**Wiring heat map**

The bar under the picture is 20 µm long. 18 x 18 tiles, from dark purple (low) to yellow (high), scaled to the fullest tile. Values are wire area over tile area, all layers added.
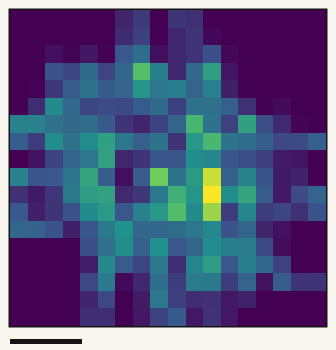
**I/O nets highlighted**

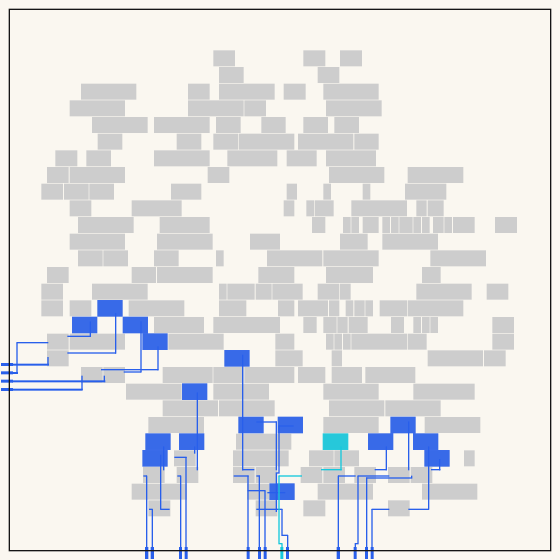
**Cell sizes after repair**

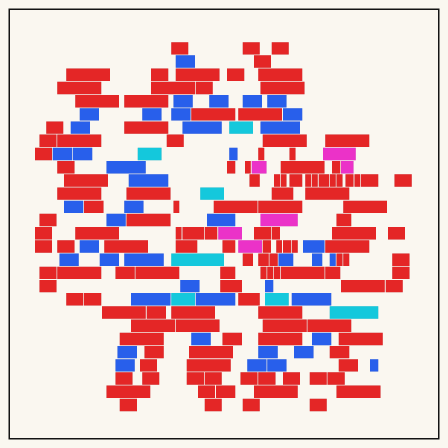
**Cells colored by class**

The bar under the picture is 20 µm long.
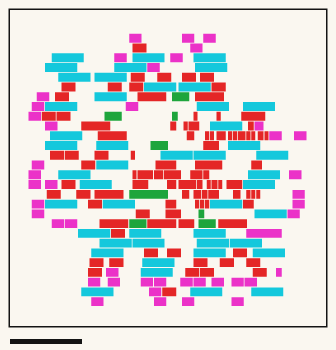
## config.mk

```make
export PLATFORM = sky130hd
export DESIGN_NAME = lzx_cmp_seq_flat
export DESIGN_NICKNAME = d
export VERILOG_FILES = /design/src/rtl/lzx_cmp_pkg.sv /design/src/rtl/lzx_cmp_seq_if.sv /design/src/rtl/lzx_cmp_nibble.sv /design/src/rtl/lzx_cmp_seq.sv /design/src/flat_wrapper.sv
export SDC_FILE = /design/constraint.sdc
export NUM_CORES = 1
export LEC_CHECK = 0
export ABC_AREA = 0
export CAP_MARGIN = 30
export CORE_MARGIN = 5
export CORE_UTILIZATION = 35
export CTS_BUF_LIST = sky130_fd_sc_hd__clkbuf_4 sky130_fd_sc_hd__clkbuf_8
export DETAILED_ROUTE_END_ITERATION = 10
export HOLD_SLACK_MARGIN = 0.1
export PLACE_DENSITY = 0.62
export SYNTH_ARGS = -nofsm -noshare
export SYNTH_HDL_FRONTEND = slang
export SYNTH_SLANG_ARGS = --single-unit
```

## constraint.sdc

```tcl
create_clock -name clk -period 4.9 [get_ports clk]
set_clock_uncertainty 0.1 [all_clocks]
set_input_delay 0.735 -clock clk [delete_from_list [all_inputs] [get_ports clk]]
set_output_delay 0.735 -clock clk [all_outputs]
set_load 0.05 [all_outputs]
```

## src/rtl/lzx_cmp_pkg.sv

```systemverilog
// Shared types for the sequential magnitude comparator: FSM states, result encoding, slice width.
// Latency: n/a (declarations and pure functions only).
// Backpressure: n/a.
package lzx_cmp_pkg;

    localparam int NIBBLE_W = 4;

    typedef enum logic [1:0] {
        ST_IDLE = 2'd0,
        ST_RUN  = 2'd1,
        ST_DONE = 2'd2
    } state_t;

    // NONE means "undetermined": every nibble equal and no cascade input asserted.
    typedef enum logic [1:0] {
        CMP_NONE = 2'b00,
        CMP_GT   = 2'b01,
        CMP_EQ   = 2'b10,
        CMP_LT   = 2'b11
    } cmp_res_t;

    // Cascade inputs resolve with priority greater > less > equal.
    function automatic cmp_res_t cascade_res(input logic g, input logic e, input logic l);
        cmp_res_t r;
        if (g)      r = CMP_GT;
        else if (l) r = CMP_LT;
        else if (e) r = CMP_EQ;
        else        r = CMP_NONE;
        return r;
    endfunction

endpackage

```

## src/rtl/lzx_cmp_seq_if.sv

```systemverilog
// Request/result bundle between a requester (master) and the comparator (slave).
// Latency: n/a (wires only).
// Backpressure: start is only honoured while the comparator is idle; busy marks the refusal window.
// Signals: start, A, B, IA_g/e/l (requester -> comparator); busy, done, QA_g/e/l (comparator -> requester).
interface lzx_cmp_seq_if #(
    parameter int NIBBLES = 4
);
    localparam int W = lzx_cmp_pkg::NIBBLE_W * NIBBLES;

    logic         start;
    logic [W-1:0] A;
    logic [W-1:0] B;
    logic         IA_g;
    logic         IA_e;
    logic         IA_l;
    logic         busy;
    logic         done;
    logic         QA_g;
    logic         QA_e;
    logic         QA_l;

    modport master (
        output start, A, B, IA_g, IA_e, IA_l,
        input  busy, done, QA_g, QA_e, QA_l
    );

    modport slave (
        input  start, A, B, IA_g, IA_e, IA_l,
        output busy, done, QA_g, QA_e, QA_l
    );

endinterface

```

## src/rtl/lzx_cmp_nibble.sv

```systemverilog
// Single 4-bit unsigned magnitude compare slice, shared by every step of the sequencer.
// Latency: combinational.
// Backpressure: none.
// Ports: a_i, b_i (nibbles in); gt_o, eq_o, lt_o (exactly one high).
module lzx_cmp_nibble
    import lzx_cmp_pkg::*;
(
    input  logic [NIBBLE_W-1:0] a_i,
    input  logic [NIBBLE_W-1:0] b_i,
    output logic                gt_o,
    output logic                eq_o,
    output logic                lt_o
);

    assign gt_o = (a_i >  b_i);
    assign eq_o = (a_i == b_i);
    assign lt_o = (a_i <  b_i);

endmodule

```

## src/rtl/lzx_cmp_seq.sv

```systemverilog
// Wide A-vs-B magnitude compare walked MS nibble first through one shared 4-bit slice.
// Latency: done appears k+1 cycles after the start cycle (k = nibbles examined), NIBBLES+1 in constant-time mode.
// Backpressure: start is ignored while busy and during the done cycle; results hold until the next accepted start.
// Ports: clk, rst_n (async active-low); bus (slave modport: start/A/B/IA_* in, busy/done/QA_* out).
// Build option: define LZX_CMP_SEQ_EARLY_EXIT_EN to leave RUN at the first unequal nibble;
// without it RUN always lasts NIBBLES cycles and the first difference is held in a sticky flag.
module lzx_cmp_seq
    import lzx_cmp_pkg::*;
#(
    parameter int NIBBLES = 4
) (
    input  logic           clk,
    input  logic           rst_n,
    lzx_cmp_seq_if.slave   bus
);

    localparam int W     = NIBBLE_W * NIBBLES;
    localparam int IDX_W = (NIBBLES > 1) ? $clog2(NIBBLES) : 1;
    localparam logic [IDX_W-1:0] IDX_LAST = IDX_W'(NIBBLES - 1);

    state_t             state_q;
    logic [IDX_W-1:0]   idx_q;
    logic [W-1:0]       a_q;
    logic [W-1:0]       b_q;
    logic               cas_g_q;
    logic               cas_e_q;
    logic               cas_l_q;
    logic               busy_q;
    logic               done_q;
    logic               qa_g_q;
    logic               qa_e_q;
    logic               qa_l_q;
`ifndef LZX_CMP_SEQ_EARLY_EXIT_EN
    cmp_res_t           sticky_q;   // EQ until the first unequal nibble, then frozen
`endif

    logic [NIBBLE_W-1:0] nib_a;
    logic [NIBBLE_W-1:0] nib_b;
    logic                s_gt;
    logic                s_eq;
    logic                s_lt;
    logic                last_d;
    cmp_res_t            res_d;

    assign nib_a  = a_q[idx_q*NIBBLE_W +: NIBBLE_W];
    assign nib_b  = b_q[idx_q*NIBBLE_W +: NIBBLE_W];
    assign last_d = (idx_q == '0);

    lzx_cmp_nibble u_slice (
        .a_i  (nib_a),
        .b_i  (nib_b),
        .gt_o (s_gt),
        .eq_o (s_eq),
        .lt_o (s_lt)
    );

    // Decision for the current RUN cycle: an unequal nibble beats the cascade;
    // the cascade only decides when every nibble compared equal.
    always_comb begin
        res_d = CMP_NONE;
`ifndef LZX_CMP_SEQ_EARLY_EXIT_EN
        if (sticky_q != CMP_EQ)
            res_d = sticky_q;
        else
`endif
        if (s_gt)
            res_d = CMP_GT;
        else if (s_lt)
            res_d = CMP_LT;
        else
            res_d = cascade_res(cas_g_q, cas_e_q, cas_l_q);
    end

    always_ff @(posedge clk or negedge rst_n) begin
        if (!rst_n) begin
            state_q  <= ST_IDLE;
            idx_q    <= '0;
            a_q      <= '0;
            b_q      <= '0;
            cas_g_q  <= 1'b0;
            cas_e_q  <= 1'b0;
            cas_l_q  <= 1'b0;
            busy_q   <= 1'b0;
            done_q   <= 1'b0;
            qa_g_q   <= 1'b0;
            qa_e_q   <= 1'b0;
            qa_l_q   <= 1'b0;
`ifndef LZX_CMP_SEQ_EARLY_EXIT_EN
            sticky_q <= CMP_NONE;
`endif
        end else begin
            done_q <= 1'b0;
            case (state_q)
                ST_IDLE: begin
                    if (bus.start) begin
                        a_q      <= bus.A;
                        b_q      <= bus.B;
                        cas_g_q  <= bus.IA_g;
                        cas_e_q  <= bus.IA_e;
                        cas_l_q  <= bus.IA_l;
                        qa_g_q   <= 1'b0;
                        qa_e_q   <= 1'b0;
                        qa_l_q   <= 1'b0;
                        idx_q    <= IDX_LAST;
                        busy_q   <= 1'b1;
`ifndef LZX_CMP_SEQ_EARLY_EXIT_EN
                        sticky_q <= CMP_EQ;
`endif
                        state_q  <= ST_RUN;
                    end
                end

                ST_RUN: begin
`ifdef LZX_CMP_SEQ_EARLY_EXIT_EN
                    if (!s_eq || last_d) begin
`else
                    if (last_d) begin
`endif
                        qa_g_q  <= (res_d == CMP_GT);
                        qa_e_q  <= (res_d == CMP_EQ);
                        qa_l_q  <= (res_d == CMP_LT);
                        busy_q  <= 1'b0;
                        done_q  <= 1'b1;
                        state_q <= ST_DONE;
                    end else begin
                        idx_q <= idx_q - IDX_W'(1);
`ifndef LZX_CMP_SEQ_EARLY_EXIT_EN
                        // Only the first unequal nibble is remembered.
                        if (sticky_q == CMP_EQ && !s_eq)
                            sticky_q <= res_d;
`endif
                    end
                end

                ST_DONE: begin
                    state_q <= ST_IDLE;
                end

                default: begin
                    state_q <= ST_IDLE;
                    busy_q  <= 1'b0;
                end
            endcase
        end
    end

    assign bus.busy = busy_q;
    assign bus.done = done_q;
    assign bus.QA_g = qa_g_q;
    assign bus.QA_e = qa_e_q;
    assign bus.QA_l = qa_l_q;

endmodule

```

## src/flat_wrapper.sv

```systemverilog
// flat-port wrapper written by rule: the top's interface ports become plain ports
module lzx_cmp_seq_flat import lzx_cmp_pkg::*;
#(
    parameter int NIBBLES = 4
)
  (clk, rst_n, bus_start, bus_A, bus_B, bus_IA_g, bus_IA_e, bus_IA_l, bus_busy, bus_done, bus_QA_g, bus_QA_e, bus_QA_l);
  lzx_cmp_seq_if #(.NIBBLES(NIBBLES)) bus_i ();
  input  logic clk;
  input  logic rst_n;
  input wire logic [$bits(bus_i.start)-1:0] bus_start;
  input wire logic [$bits(bus_i.A)-1:0] bus_A;
  input wire logic [$bits(bus_i.B)-1:0] bus_B;
  input wire logic [$bits(bus_i.IA_g)-1:0] bus_IA_g;
  input wire logic [$bits(bus_i.IA_e)-1:0] bus_IA_e;
  input wire logic [$bits(bus_i.IA_l)-1:0] bus_IA_l;
  output wire logic [$bits(bus_i.busy)-1:0] bus_busy;
  output wire logic [$bits(bus_i.done)-1:0] bus_done;
  output wire logic [$bits(bus_i.QA_g)-1:0] bus_QA_g;
  output wire logic [$bits(bus_i.QA_e)-1:0] bus_QA_e;
  output wire logic [$bits(bus_i.QA_l)-1:0] bus_QA_l;
  assign bus_i.start = bus_start;
  assign bus_i.A = bus_A;
  assign bus_i.B = bus_B;
  assign bus_i.IA_g = bus_IA_g;
  assign bus_i.IA_e = bus_IA_e;
  assign bus_i.IA_l = bus_IA_l;
  assign bus_busy = bus_i.busy;
  assign bus_done = bus_i.done;
  assign bus_QA_g = bus_i.QA_g;
  assign bus_QA_e = bus_i.QA_e;
  assign bus_QA_l = bus_i.QA_l;
  lzx_cmp_seq #(.NIBBLES(NIBBLES)) u_core (.clk(clk), .rst_n(rst_n), .bus(bus_i));
endmodule
```

==> deck_impl_summary.md <==
Key Metrics from the Run

Synthesis
  • Synth top area share: 0.539
  • Top cells by area: dfrtp_1 (54%), mux2_2 (14%), mux4_2 (8.4%)
  • Yosys adder share: 0.0293
  • Asr flop ratio synth: 1.00
  • Yosys Instances: roughly 150
  • Compound Share, Synth: 0.0550
  • Ys flop type: dfrtp_1
  • Syn_area_per_cell: 14.5 µm²
  • Synthesis area per yosys: roughly 2100 µm²
  • Count of unique library cells instantiated by Yosys: 33
  • Ys Warns: 0
  • Multiplexer share: 0.273
  • Flops & latches, synth: between 40 and 50
  • Synth Area in XOR/XNOR: 0
  • Cells after synthesis: about 150
  • Post-synth EDFFs: 0
  • Mapped Area: ~2100 µm²
  • Top comb family, area: multiplexers
  • Cell type with the largest total area: dfrtp_1
  • Register area share after synthesis: 0.539

Final layout
  • Final non-clock buffer share: 0.163
  • Fillers: between 500 and 600
  • Dominant logic cell types in the final layout: dfrtp_1 (46), clkdlybuf4s50_1 (41), mux2_2 (27)
  • Logic share of the area: 0.333
  • Design Area, Final: between 2000 and 3000 µm²
  • Gate Area: 917 µm²
  • Clock buf count: 5
  • # diodes: 0
  • Dominant logic cell type in the layout: dfrtp_1
  • Util after Layout: 0.465
  • Flop share of the area: 0.418
  • Non-clk bufs: between 40 and 50
  • Inverters excl. clock: 9
  • Multi-input comb cells: between 80 and 90
  • Non-filler instance count after layout: approximately 270
  • Syn-to-layout area delta: 28.9%
  • # nets final: 235
  • Largest registers: u_core.a_q x16, u_core.b_q x16
  • Final clock-cell share: 0.0395
  • Flops: about 46
  • Flip-flop and latch area: ~1200 µm²

Place
  • Post-DP HPWL: 3060 µm
  • Place WS: 2.16 ns
  • GPL Wtd Cong: 0.764
  • I/O Buffers: approximately 42
  • Dpl cells: 259

GRT
  • Largest net degree at the start of global routing: ~47
  • Global-route wire length before repair: 7030 µm
  • GR Layer Usage met3: 0.0386
  • Vias in the first global route: 1512
  • Initial antenna violation count: 0
  • Gr usage total: 0.115
  • Met1 usage: 0.140
  • Congestion Overflow GR: 0

CTS
  • Postcts setup bufs: 0
  • # clock sinks: approximately 46
  • Clk slew on worst S/H paths: 0.08 ns
  • TritonCTS clock tree: done
  • Insertion Delay late pin: 0.29 ns
  • TritonCTS Buffers: 5
  • H-tree Lvls: 2
  • Root Buffer: clkbuf_8
  • Cts hold-fix bufs: 0
  • Cts repair resizes: 0

Worst setup path
  • Crit path DAT: 2.87 ns
  • Critical Path Max Stage Delay: 0.75 ns
  • FF-to-FF path depth: 7
  • Reg2reg start: u_core.idx_q[0]$_DFFE_PN0P_
  • R2r endpoint: u_core.bus.QA_g$_DFFE_PN0P_
  • Family with the most delay on the worst path: AND-OR/OR-AND gates
  • Startpoint types: flip-flop
  • Worst Setup EP: u_core.bus.QA_g$_DFFE_PN0P_
  • WS Path Type: reg2reg

Power
  • Final total power: ~1.8 mW
  • Top power group: combinational logic
  • Reg power frac: 0.392
  • Worst vdd ir: roughly 0.28 mV
  • Int Pwr: between 1 and 1.5 mW
  • Leakage power: around 1.2 nW
  • Logic pwr share: 0.455
  • Combinational gate power: around 0.81 mW
  • P per Cell Area: between 600 and 700 nW/µm²
  • Power in the clock group: between 0.2 and 0.3 mW
  • Switching power: between 0.6 and 0.7 mW

Routing
  • Metal2 WL: 2060 µm
  • Initial DRC count: 37
  • Met1 wire length: roughly 1700 µm
  • Max layer used: met4
  • WL/cell: roughly 15 µm
  • WL final: roughly 4000 µm
  • Drt pass-1 iters: 2
  • Drt via density: 4.94
  • Vias: about 1300
  • Met3 wire length: 224 µm

Floorplanning
  • Chip footprint: a little under 8000 µm²
  • Core footprint: slightly below 6000 µm²
  • Die span in x: 88.1 µm
  • Die y size: approximately 88 µm
  • Placement Rows: 28
  • Core Density at Floorplan: 0.361

Timing
  • Slew HR: 0.583
  • Worst slew pin tran: 0.626 ns
  • Max Fclk: 366 MHz
  • Slew Limit Fails: 0
  • Final worst setup slack: ~2.2 ns
  • Min Tclk post-route: 2.73 ns
  • Final setup viols: 0
  • Final period util: 0.558
  • RSZ-0062 raised after global routing: false
  • Setup tns final: 0 ns
  • Final hold slack: 0.341 ns
  • Final hold vios: 0

Status
  • Status: complete, no violations
## Picture notes: 'wiring heat map'
The emptiest ninth of the die: north-east. The mean over all tiles is 0.081. 30% of the tiles are nearly empty. The densest ninth of the die: center. 7.7% of the tiles are over half the peak. The fullest tile reaches 0.39.

## Picture notes: 'I/O nets highlighted'
Blue marks bus_A, direction input, edge 12 south, 4 west, end cells 16, buffers 16, wire 357 µm. Cyan marks bus_IA_l, direction input, edge south, end cells 1, buffers 1, wire 22.8 µm.

## Picture notes: 'cell sizes after repair'
Cyan marks x6 and larger, cells 7. Magenta marks x3 and x4, cells 6. Red marks x1 and smaller, cells 137. Blue marks x2, cells 43.

## Picture notes: 'cells colored by class'
Magenta marks remaining buffers and delay cells, cells 44, share of their area 17%. Cyan marks registers, cells 46, share of their area 43%. Green marks clock drivers and dummy loads, cells 8, share of their area 4.1%. Red marks remaining logic cells, cells 95, share of their area 36%.

Power is estimated from default activity; no workload was simulated.
